### M1 wires, run 1

Supply wires on this layer in gray. Cells faint in the background.
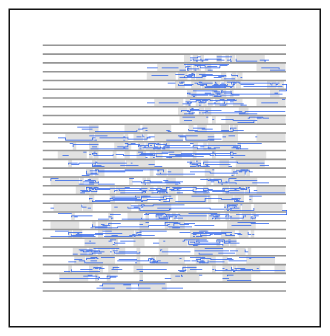
### Clock routing, run 1

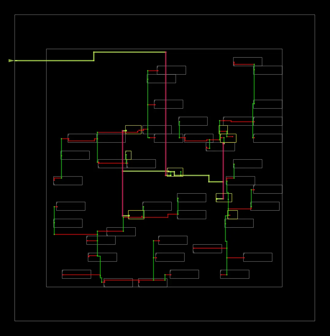
### Clock distribution, run 1

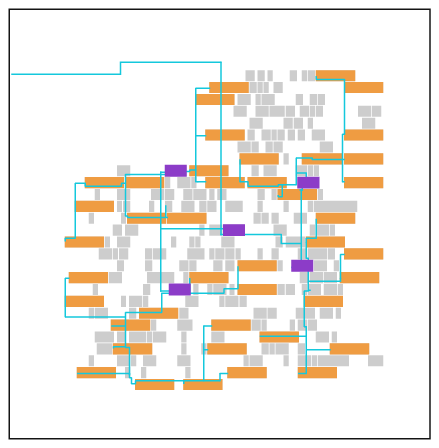
**config.mk**
```make
export PLATFORM = sky130hd
export DESIGN_NAME = led_seq
export DESIGN_NICKNAME = d
export VERILOG_FILES = /design/src/rtl/led_seq_pkg.sv /design/src/rtl/led_seq_timer.sv /design/src/rtl/led_seq.sv
export SDC_FILE = /design/constraint.sdc
export NUM_CORES = 1
export LEC_CHECK = 0
export ABC_CLOCK_PERIOD_IN_PS = 5400
export CAP_MARGIN = 30
export CORE_AREA = 10 10 86 88
export CTS_CLUSTER_SIZE = 24
export DETAILED_ROUTE_END_ITERATION = 8
export DIE_AREA = 0 0 96 98
export DONT_BUFFER_PORTS = 1
export PLACE_DENSITY = 0.55
export SYNTH_ARGS = -nofsm -noshare
export SYNTH_HDL_FRONTEND = slang
export SYNTH_SLANG_ARGS = --single-unit
export TNS_END_PERCENT = 10
```
**constraint.sdc**
```tcl
create_clock -name clk -period 5.4 [get_ports clk]
set_clock_uncertainty 0.15 [all_clocks]
set_input_delay 0.54 -clock clk [delete_from_list [all_inputs] [get_ports clk]]
set_output_delay 0.54 -clock clk [all_outputs]
set_load 0.005 [all_outputs]
```
**src/rtl/led_seq_pkg.sv**
```systemverilog
// led_seq_pkg: mode encodings and ping-pong direction type for the LED sequencer.
package led_seq_pkg;
  localparam logic [1:0] MODE_LEFT     = 2'd0;
  localparam logic [1:0] MODE_RIGHT    = 2'd1;
  localparam logic [1:0] MODE_PINGPONG = 2'd2;
  localparam logic [1:0] MODE_BLINK    = 2'd3;
  typedef enum logic {DIR_UP, DIR_DOWN} dir_t;
endpackage

```
**src/rtl/led_seq_timer.sv**
```systemverilog
// led_seq_timer: step prescaler counting 0..STEP_CYCLES-1 while run is high, ticking at terminal count.
module led_seq_timer #(
  parameter int STEP_CYCLES = 50_000_000,
  parameter int CNT_W       = 32
) (
  input  logic clk,
  input  logic rst_n,
  input  logic run,
  input  logic clr,
  output logic tick
);
  localparam logic [CNT_W-1:0] LAST = CNT_W'(STEP_CYCLES - 1);
  logic [CNT_W-1:0] cnt;
  assign tick = run && !clr && cnt == LAST;
  always_ff @(posedge clk or negedge rst_n)
    if (!rst_n) cnt <= '0;
    else if (clr || tick) cnt <= '0;
    else if (run) cnt <= cnt + 1'b1;
endmodule

```
**src/rtl/led_seq.sv**
```systemverilog
// led_seq: LED pattern sequencer (left, right, ping-pong, blink) stepped by a prescaler.
// Defining LED_SEQ_PWM_EN adds DUTY_W and a duty input that PWM-gates the LED drive.
module led_seq
  import led_seq_pkg::*;
#(
  parameter int LED_NUM     = 4,
  parameter int STEP_CYCLES = 50_000_000,
  parameter int CNT_W       = 32
`ifdef LED_SEQ_PWM_EN
  , parameter int DUTY_W    = 8
`endif
) (
`ifdef LED_SEQ_PWM_EN
  input  logic [DUTY_W-1:0]  duty,
`endif
  input  logic               clk,
  input  logic               rst_n,
  input  logic               run,
  input  logic [1:0]         mode,
  output logic [LED_NUM-1:0] led,
  output logic               step,
  output logic               wrap
);
  localparam logic [LED_NUM-1:0] LSB = LED_NUM'(1);
  localparam logic [LED_NUM-1:0] MSB = LSB << (LED_NUM - 1);
  logic [1:0] mode_q;
  logic [LED_NUM-1:0] pat, pat_nxt, pat_d, gate;
  dir_t dir, dir_nxt;
  logic fresh, tick, clr, wrap_nxt, empty;
  assign clr = mode != mode_q;
  assign empty = pat == '0;
  led_seq_timer #(.STEP_CYCLES(STEP_CYCLES), .CNT_W(CNT_W)) u_timer (
    .clk(clk), .rst_n(rst_n), .run(run), .clr(clr), .tick(tick)
  );
`ifdef LED_SEQ_PWM_EN
  logic [DUTY_W-1:0] pwm_cnt;
  always_ff @(posedge clk or negedge rst_n)
    if (!rst_n) pwm_cnt <= '0;
    else pwm_cnt <= pwm_cnt + 1'b1;
  assign gate = {LED_NUM{pwm_cnt < duty}};
`else
  assign gate = '1;
`endif
  always_comb begin
    pat_nxt = pat;
    dir_nxt = dir;
    wrap_nxt = 1'b0;
    case (mode_q)
      MODE_LEFT: begin
        pat_nxt = empty ? LSB : {pat[LED_NUM-2:0], pat[LED_NUM-1]};
        wrap_nxt = pat[LED_NUM-1];
      end
      MODE_RIGHT: begin
        pat_nxt = empty ? MSB : {pat[0], pat[LED_NUM-1:1]};
        wrap_nxt = pat[0];
      end
      MODE_PINGPONG: begin
        // Reversing at an end never repeats it; with two LEDs the reversal itself lands on bit0.
        if (empty) begin
          pat_nxt = LSB;
          dir_nxt = DIR_UP;
        end else if (dir == DIR_UP) begin
          pat_nxt = pat[LED_NUM-1] ? pat >> 1 : pat << 1;
          dir_nxt = pat[LED_NUM-1] ? DIR_DOWN : DIR_UP;
          wrap_nxt = pat[LED_NUM-1] && pat[1];
        end else begin
          pat_nxt = pat[0] ? pat << 1 : pat >> 1;
          dir_nxt = pat[0] ? DIR_UP : DIR_DOWN;
          wrap_nxt = pat[1];
        end
      end
      default: begin
        pat_nxt = empty ? '1 : '0;
        wrap_nxt = empty && !fresh;
      end
    endcase
  end
  assign pat_d = clr ? '0 : tick ? pat_nxt : pat;
  always_ff @(posedge clk or negedge rst_n)
    if (!rst_n) begin
      mode_q <= MODE_LEFT;
      pat <= '0;
      led <= '0;
      dir <= DIR_UP;
      fresh <= 1'b1;
      step <= 1'b0;
      wrap <= 1'b0;
    end else begin
      mode_q <= mode;
      pat <= pat_d;
      led <= pat_d & gate;
      step <= tick;
      wrap <= tick && wrap_nxt;
      if (clr) begin
        dir <= DIR_UP;
        fresh <= 1'b1;
      end else if (tick) begin
        dir <= dir_nxt;
        fresh <= 1'b0;
      end
    end
endmodule
```
==> GITHUB_STEP_SUMMARY, run 1 <==
## PnR job results

| Metric | Value |
|---|---|
| Clock transition at the registers of the reported paths | 90 ps |
| Port Buffers | 0 |
| Pwr top | registers |
| Placed cell area | between 0.002 and 0.0025 sq mm |
| Synth Register Bits | 42 |
| Ant diodes | 0 |
| Crit path capture type | flip-flop |
| WL met3 | 161 microns |
| Psw | around 0.14 mW |
| DR WL met2 | around 2100 microns |
| MaxCap Viol Count | 0 |
| Dominant kind of cell | multi-input combinational cells |
| Cell taking the most area after synthesis | dfrtp_1 |
| Top Registers | u_timer.cnt (32), pat (4), mode_q (2) |
| Clk root buf | clkbuf_8 |
| Switching share of power | about a quarter |
| Min-delay src | mode[1] |
| Synth top cells by count | dfrtp_1 (41), nor2_1 (40), nand2_1 (23), xnor2_1 (22), nor3_1 (11) |
| Non-Clock Buffer Area Fraction | under 10% |
| Setup WS pre-CTS | 2860 ps |
| Hold/Removal Path Class | in -> reg |
| Pwr Total | between 0.5 and 0.6 mW |
| FF-to-FF path depth | 7 |
| Post-synth mux share | 0.890% |
| Core area | between 0.005 and 0.006 sq mm |
| Init Core Util | between 30 and 40% |
| CP Launch Type | flip-flop |
| Worst R2R End | u_timer.cnt[16] |
| Final ANT Viol Nets | 0 |
| Fa+ha+maj area frac | less than 1% |
| Power per standard cell area | 228 mW/mm^2 |
| Chip area line of the yosys report | 0.00225 sq mm |
| Mapped Area | roughly 0.0022 sq mm |
| First-pass GRT wire length | roughly 8300 microns |
| Reg2reg start | u_timer.cnt[0] |
| Die Span Y | 98 microns |
| Via-to-Cell Ratio | around 5.4 |
| Floorplan Nets | roughly 240 |
| Grt ovf | 0 |
| Synth Seq Share | 46.8% |
| Top cells by area | dfrtp_1 (46%), xnor2_1 (8.6%), nor2_1 (6.7%) |
| Leak | 0.888 nW |
| OpenROAD warning count | 26 |
| Peak VDD IR | 0.102 mV |
| Largest net degree at the start of global routing | 43 |
| Async SR Flop Fraction | 100% |
| Status | complete, no violations |
## Picture notes: 'M1 wires'
longest straight run: 19.3 microns
share of all routed wire: 49%

## Picture notes: 'Clock routing'
clock group power: 0.206 mW
FFs & Latches: 42

## Picture notes: 'Clock distribution'
[orange] flip-flops | count: 42
[cyan] clock wires | length: 571 microns
[purple] clock-net drivers | count: 5
routed clock nets: 6
Clock power frac: 36.9%
Worst-Skew Late Latency: 310 ps

### Placement by cell class, run 1

Scale bar: 20 microns.
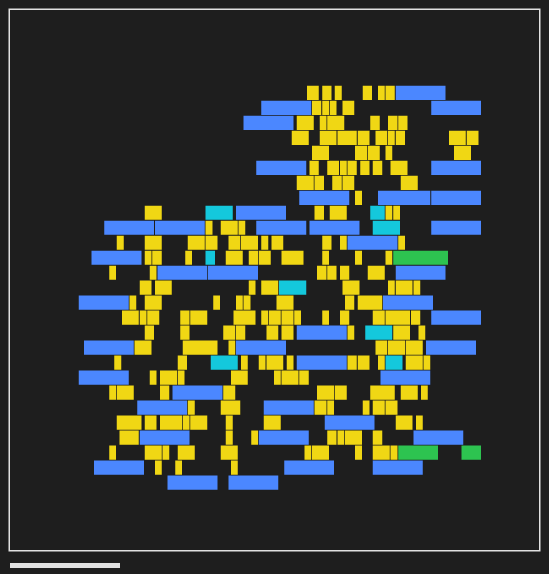

==> run 2, diff against run 1 <==
--- a/config.mk
+++ b/config.mk
@@ -5,14 +5,14 @@
 export SDC_FILE = /design/constraint.sdc
 export NUM_CORES = 1
 export LEC_CHECK = 0
-export ABC_CLOCK_PERIOD_IN_PS = 5400
+export ABC_CLOCK_PERIOD_IN_PS = 2200
 export CAP_MARGIN = 30
 export CORE_AREA = 10 10 86 88
 export CTS_CLUSTER_SIZE = 24
 export DETAILED_ROUTE_END_ITERATION = 8
 export DIE_AREA = 0 0 96 98
 export DONT_BUFFER_PORTS = 1
-export PLACE_DENSITY = 0.55
+export PLACE_DENSITY = 0.57
 export SYNTH_ARGS = -nofsm -noshare
 export SYNTH_HDL_FRONTEND = slang
 export SYNTH_SLANG_ARGS = --single-unit
==> constraint.sdc (replaced) <==
create_clock -name clk -period 2.2 [get_ports clk]
set_clock_uncertainty 0.15 [all_clocks]
set_input_delay 0.22 -clock clk [delete_from_list [all_inputs] [get_ports clk]]
set_output_delay 0.22 -clock clk [all_outputs]
set_load 0.005 [all_outputs]
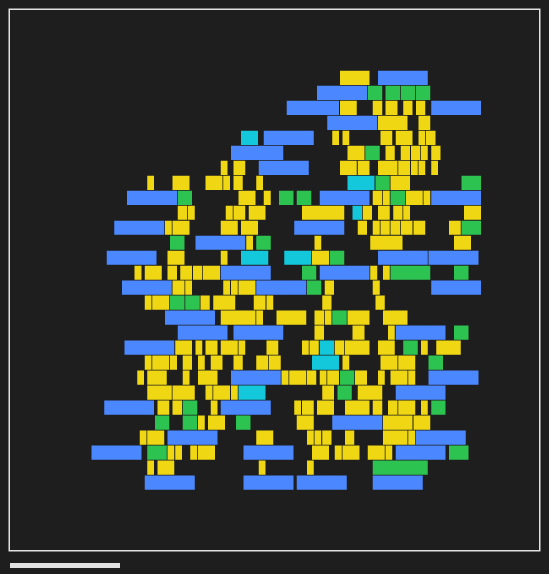
*Placement by cell class, run 2*
Scale bar: 20 microns.
[yellow] remaining logic cells | cells: 187
[blue] sequential cells | cells: 42
[green] remaining buffers and delay cells | cells: 35
[cyan] clock drivers and dummy loads | cells: 8
Seq area share: 38.3%
core area: 0.00575 sq mm
Core Util, Final: 47.9%
Std-Cell Rows: 28

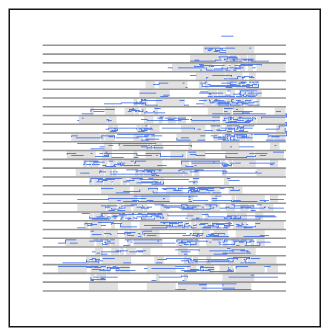
*M1 wires, run 2*
Supply wires on this layer in gray. Cells faint in the background.
main direction: horizontal
nets with wire on the layer: 259
longest straight run: 24.4 microns
via count: 1819
final wirelength: 4940 microns
GRT met1 Usage: 13.4%

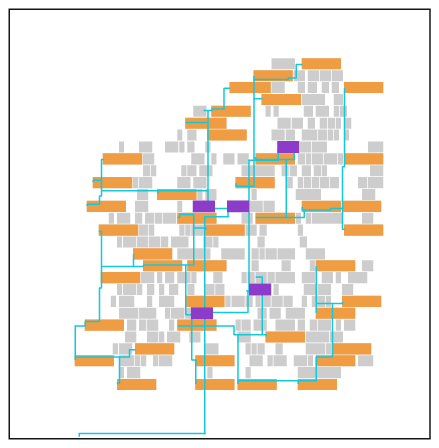
*Clock distribution, run 2*
Worst-Skew Late Latency: 300 ps
clock group power: 0.509 mW
Clock power frac: 36.7%

==> run 2 against run 1 <==
Against the previous run:
- critical path depth decreased by 1
- hold slack got worse by 25 ps
- final cell count increased by 10%
- total power increased by 150%
- non-clock buffer count increased by 32
- maximum frequency increased by 19%
- combinational power increased to 3.1 times the previous value
- final area increased by 13%
- critical endpoint is now pat[0]
- largest cell class unchanged
==> GITHUB_STEP_SUMMARY, run 2 <==
## PnR job results

| Metric | Value |
|---|---|
| Die Span Y | 98 microns (unchanged) |
| Mapped Area | 0.00225 sq mm (unchanged) |
| Placed cell area | 0.00253 sq mm (was 0.00232 sq mm) |
| Psw | 0.351 mW (was 0.139 mW) |
| CP Launch Type | flip-flop (unchanged) |
| Peak VDD IR | 0.324 mV (was 0.102 mV) |
| Leak | 1.06 nW (was 0.888 nW) |
| Via-to-Cell Ratio | 5.24 (was 5.38) |
| Non-Clock Buffer Area Fraction | 11.1% (was 2.36%) |
| Clk root buf | clkbuf_8 (unchanged) |
| FF-to-FF path depth | 6 (was 7) |
| Synth Seq Share | 46.8% (unchanged) |
| Setup WS pre-CTS | -102 ps (was 2860 ps) |
| Top Registers | u_timer.cnt (32), pat (4), mode_q (2) (unchanged) |
| Top cells by area | dfrtp_1 (46%), xnor2_1 (8.6%), nor2_1 (6.7%) (unchanged) |
| MaxCap Viol Count | 0 (unchanged) |
| Dominant kind of cell | multi-input combinational cells (unchanged) |
| Ant diodes | 0 (unchanged) |
| Async SR Flop Fraction | 100% (unchanged) |
| Floorplan Nets | 244 (unchanged) |
| Largest net degree at the start of global routing | 43 (unchanged) |
| OpenROAD warning count | 27 (was 26) |
| WL met3 | 179 microns (was 161 microns) |
| Chip area line of the yosys report | 0.00225 sq mm (unchanged) |
| Pwr Total | 1.39 mW (was 0.557 mW) |
| Crit path capture type | flip-flop (unchanged) |
| Pwr top | registers (unchanged) |
| Power per standard cell area | 504 mW/mm^2 (was 228 mW/mm^2) |
| Port Buffers | 0 (unchanged) |
| Clock transition at the registers of the reported paths | 90 ps (about the same) |
| Final ANT Viol Nets | 0 (unchanged) |
| Status | complete, no violations (unchanged) |
| Worst R2R End | pat[0] (was u_timer.cnt[16]) |
Power is estimated from default activity; no workload was simulated.
